===== src/rtl/demux4_tdm.sv =====
// rtl/demux4_tdm.sv - TDM 1:4 receive demultiplexer with frame hunt/lock and framing error flag
module demux4_tdm #(
  parameter int WIDTH = 8
) (
  input  logic             clk,
  input  logic             rst,
  input  logic [WIDTH-1:0] din,
  input  logic             din_valid,
  input  logic             sync,
  output logic [WIDTH-1:0] y0,
  output logic [WIDTH-1:0] y1,
  output logic [WIDTH-1:0] y2,
  output logic [WIDTH-1:0] y3,
  output logic [3:0]       y_valid,
  output logic             frame_done,
  output logic             locked,
  output logic [1:0]       slot,
  output logic             sync_err
);

  typedef enum logic {
    ST_HUNT   = 1'b0,
    ST_LOCKED = 1'b1
  } state_t;

  state_t           state_q, state_d;
  logic [1:0]       slot_q, slot_d;
  logic [WIDTH-1:0] y_q [4];
  logic [WIDTH-1:0] y_d [4];
  logic [3:0]       y_valid_q, y_valid_d;
  logic             frame_done_q, frame_done_d;
  logic             sync_err_q, sync_err_d;

  // Next-state: hunt for a sync beat, then steer each beat to its slot and police sync placement
  always_comb begin
    state_d      = state_q;
    slot_d       = slot_q;
    for (int i = 0; i < 4; i++) y_d[i] = y_q[i];
    y_valid_d    = 4'b0000;
    frame_done_d = 1'b0;
    sync_err_d   = 1'b0;
    if (din_valid) begin
      case (state_q)
        ST_HUNT: begin
          if (sync) begin
            y_d[0]    = din;
            y_valid_d = 4'b0001;
            slot_d    = 2'd1;
            state_d   = ST_LOCKED;
          end
        end
        default: begin
          if (sync) begin
            // A sync anywhere but slot 0 realigns the frame on this beat
            sync_err_d = (slot_q != 2'd0);
            y_d[0]     = din;
            y_valid_d  = 4'b0001;
            slot_d     = 2'd1;
          end else if (slot_q == 2'd0) begin
            // Missing sync at frame start: drop the beat and go back to hunting
            sync_err_d = 1'b1;
            slot_d     = 2'd0;
            state_d    = ST_HUNT;
          end else begin
            y_d[slot_q]       = din;
            y_valid_d[slot_q] = 1'b1;
            frame_done_d      = (slot_q == 2'd3);
            slot_d            = slot_q + 2'd1;
          end
        end
      endcase
    end
  end

  // State, channel holding registers and pulse outputs
  always_ff @(posedge clk or posedge rst) begin
    if (rst) begin
      state_q      <= ST_HUNT;
      slot_q       <= 2'd0;
      for (int i = 0; i < 4; i++) y_q[i] <= '0;
      y_valid_q    <= 4'b0000;
      frame_done_q <= 1'b0;
      sync_err_q   <= 1'b0;
    end else begin
      state_q      <= state_d;
      slot_q       <= slot_d;
      for (int i = 0; i < 4; i++) y_q[i] <= y_d[i];
      y_valid_q    <= y_valid_d;
      frame_done_q <= frame_done_d;
      sync_err_q   <= sync_err_d;
    end
  end

  assign y0         = y_q[0];
  assign y1         = y_q[1];
  assign y2         = y_q[2];
  assign y3         = y_q[3];
  assign y_valid    = y_valid_q;
  assign frame_done = frame_done_q;
  assign sync_err   = sync_err_q;
  assign locked     = (state_q == ST_LOCKED);
  assign slot       = slot_q;

endmodule


===== config.mk =====
export PLATFORM = sky130hd
export DESIGN_NAME = demux4_tdm
export DESIGN_NICKNAME = d
export VERILOG_FILES = /design/src/rtl/demux4_tdm.sv
export SDC_FILE = /design/constraint.sdc
export NUM_CORES = 1
export LEC_CHECK = 0
export CAP_MARGIN = 15
export CORE_ASPECT_RATIO = 1.25
export CORE_MARGIN = 3
export CORE_UTILIZATION = 35
export DETAILED_ROUTE_END_ITERATION = 12
export GPL_ROUTABILITY_DRIVEN = 0
export GPL_TIMING_DRIVEN = 0
export SETUP_SLACK_MARGIN = 0.2
export SKIP_CTS_REPAIR_TIMING = 1
export SYNTH_ARGS = -nofsm -noshare
export SYNTH_HDL_FRONTEND = slang
export SYNTH_SLANG_ARGS = --single-unit

===== constraint.sdc =====
create_clock -name clk -period 4.5 [get_ports clk]
set_input_delay 0.9 -clock clk [delete_from_list [all_inputs] [get_ports clk]]
set_output_delay 0.9 -clock clk [all_outputs]
set_load 0.005 [all_outputs]

### Register map, names as in the netlist

Scale bar: 20 um.
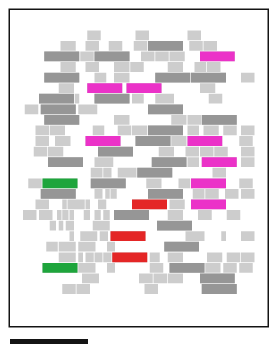
- slot: green (sequential cells 2)
- y_valid: red (sequential cells 3)
- y0: magenta (sequential cells 8)
- not coloured: 27
final core utilization: 53.34%
Seq group: 0.565 mW
fraction of standard cell area that is sequential: 44.37%
register cell area after layout: 1001 sq um

### Cell sizes after repair

Scale bar: 20 um.
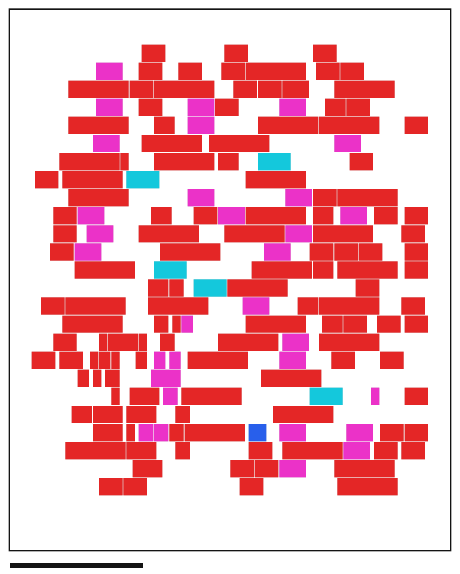
- drive 6 and up: cyan (cells 5; most used clkbuf_8)
- drive 1 or less: red (cells 129; most used clkdlybuf4s50_1)
- drive 2: magenta (cells 31; most used mux2_2)
- drive 3 to 4: blue (cells 1; most used buf_4)
Area Overhead vs Synth: 42.08%
final critical-path setup slack: 2099 ps
number of ordinary and repair buffers in the finished layout: 55
finished layout cell area: 2256 sq um

### Placement by cell class

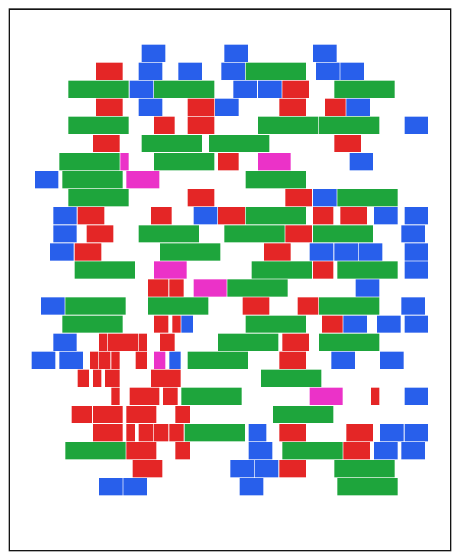
- flip-flops: green (cells 40; share of their area 46%)
- all other logic: red (cells 64; share of their area 26%)
- clock drivers and dummy loads: magenta (cells 7; share of their area 3.5%)
- other buffers and delay cells: blue (cells 55; share of their area 25%)
core area: 4229 sq um
number of rows in the core area: 26

==> commit_impl_results.txt <==
Record implementation results from latest flow run

- For reference, the most critical setup path is categorized as primary input to flip-flop.
- Average via count per standard cell: 4.815
- Registers are responsible for 44.2% of the overall power.
- Largest family of logic cells by area: multiplexers
- Ranked by instance count, the synthesized netlist is headed by sky130_fd_sc_hd__dfrtp_1, sky130_fd_sc_hd__mux2_2, sky130_fd_sc_hd__a22o_1.
* Clock tree from TritonCTS: built
* Async set-reset flop share out of synthesis: 100.0%
* Switching Fraction: 26.98%
- Power density cells: 566.2 nW/um^2
* # fillers: 368
- Synthesized area: 1588 sq um
* Worst setup skew after layout: 4.474 ps
- WL final: 3488 um
- Data on the critical path arrives at its endpoint at 2570 ps.
- Leaving out buffers and inverters, the combinational logic in the layout accounts for 554.3 sq um.
* Post-synthesis area per instance: 14.84 sq um
- The cell-mix breakdown from Yosys lists the simple-gate area share as 5.674%.
* Violation count after the first detailed-route iteration: 36
- Buffers and inverters on the worst path: 3
- Area enclosed by the die boundary: 5386 sq um
- Die W: 66.24 um
- Static timing analysis puts the maximum clock frequency at 416.5 MHz.
- Post-route period utilization is reported as 53.36%.
- The final timing report counts setup violations totalling 0.
* Crit-path slowest cell: sky130_fd_sc_hd__clkdlybuf4s50_1
- The top cell type in the final layout, fill and taps aside, is sky130_fd_sc_hd__clkdlybuf4s50_1.
- Measured on the final layout, buffering overhead outside the clock network stands at 23.85%.
* Power consumption: 1.277 mW
* Buffer cell driving the clock tree root: sky130_fd_sc_hd__clkbuf_8
* Tally of max-capacitance violations: 0
- In the power breakdown, the internal column shows 0.9327 mW.
* Comb area share: 24.57%
- The flow ran to the end, and the final reports show no timing, DRC or antenna violations.
* Die Ht: 81.31 um
- Maximum number of pins on one net before global-route repair: 41
* Clock-cell share: 3.439%
- STA reports the tightest min-delay check as being of type flip-flop to flip-flop.
### Clock wires, drivers and flops

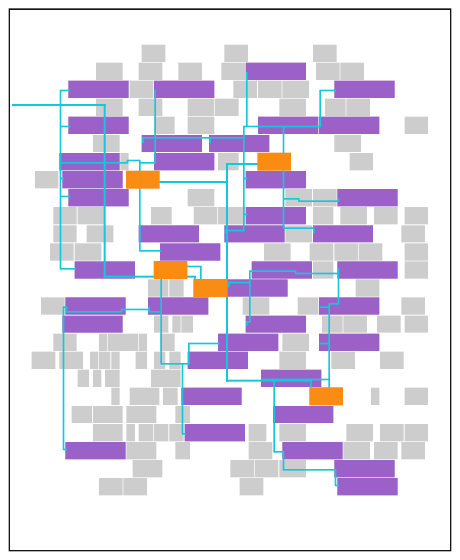
- flip-flops: purple (count 40)
- clock wires: cyan (length 473 um)
- cells driving clock nets: orange (count 5)
- routed clock nets: 6

### The clock network

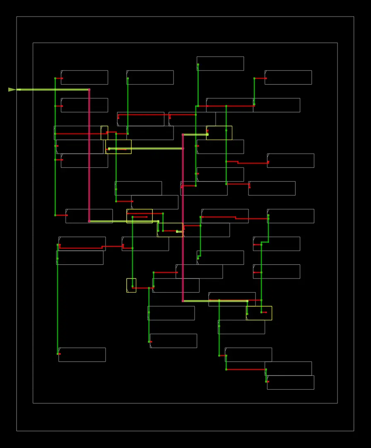
clock network power: 0.218 mW
TritonCTS buffer count: 5
clock sinks: 40
FFs & Latches: 40
clk_buf instances: 6

==> path summary, 6_finish.rpt <==
kind	from	end	slack [ps]	depth (start not counted)
worst min register to register	y3[4]	y3[4]	500	1
min in group asynchronous	rst	y0[3]	1090	2
worst min-delay path	y3[4]	y3[4]	500	1
worst max-delay path	sync	y0[7]	2100	6
worst max register to register	slot[0]	y0[7]	2580	6
max in group asynchronous	rst	y1[5]	2900	2
==> per-layer routing <==
metal / share of wire, % / GRT usage, % / vias to the layer above / wire [um]
met3: 7.1 / 5.118 / 6 / 249
met5: 0 / 0 / - / 0
met4: 1.7 / 5.488 / 0 / 58
met1: 40 / 16.98 / 533 / 1400
met2: 51 / 24.73 / 38 / 1780
li1: - / - / 492 / -
No activity file was given, so power comes from the tool's default toggle rates.
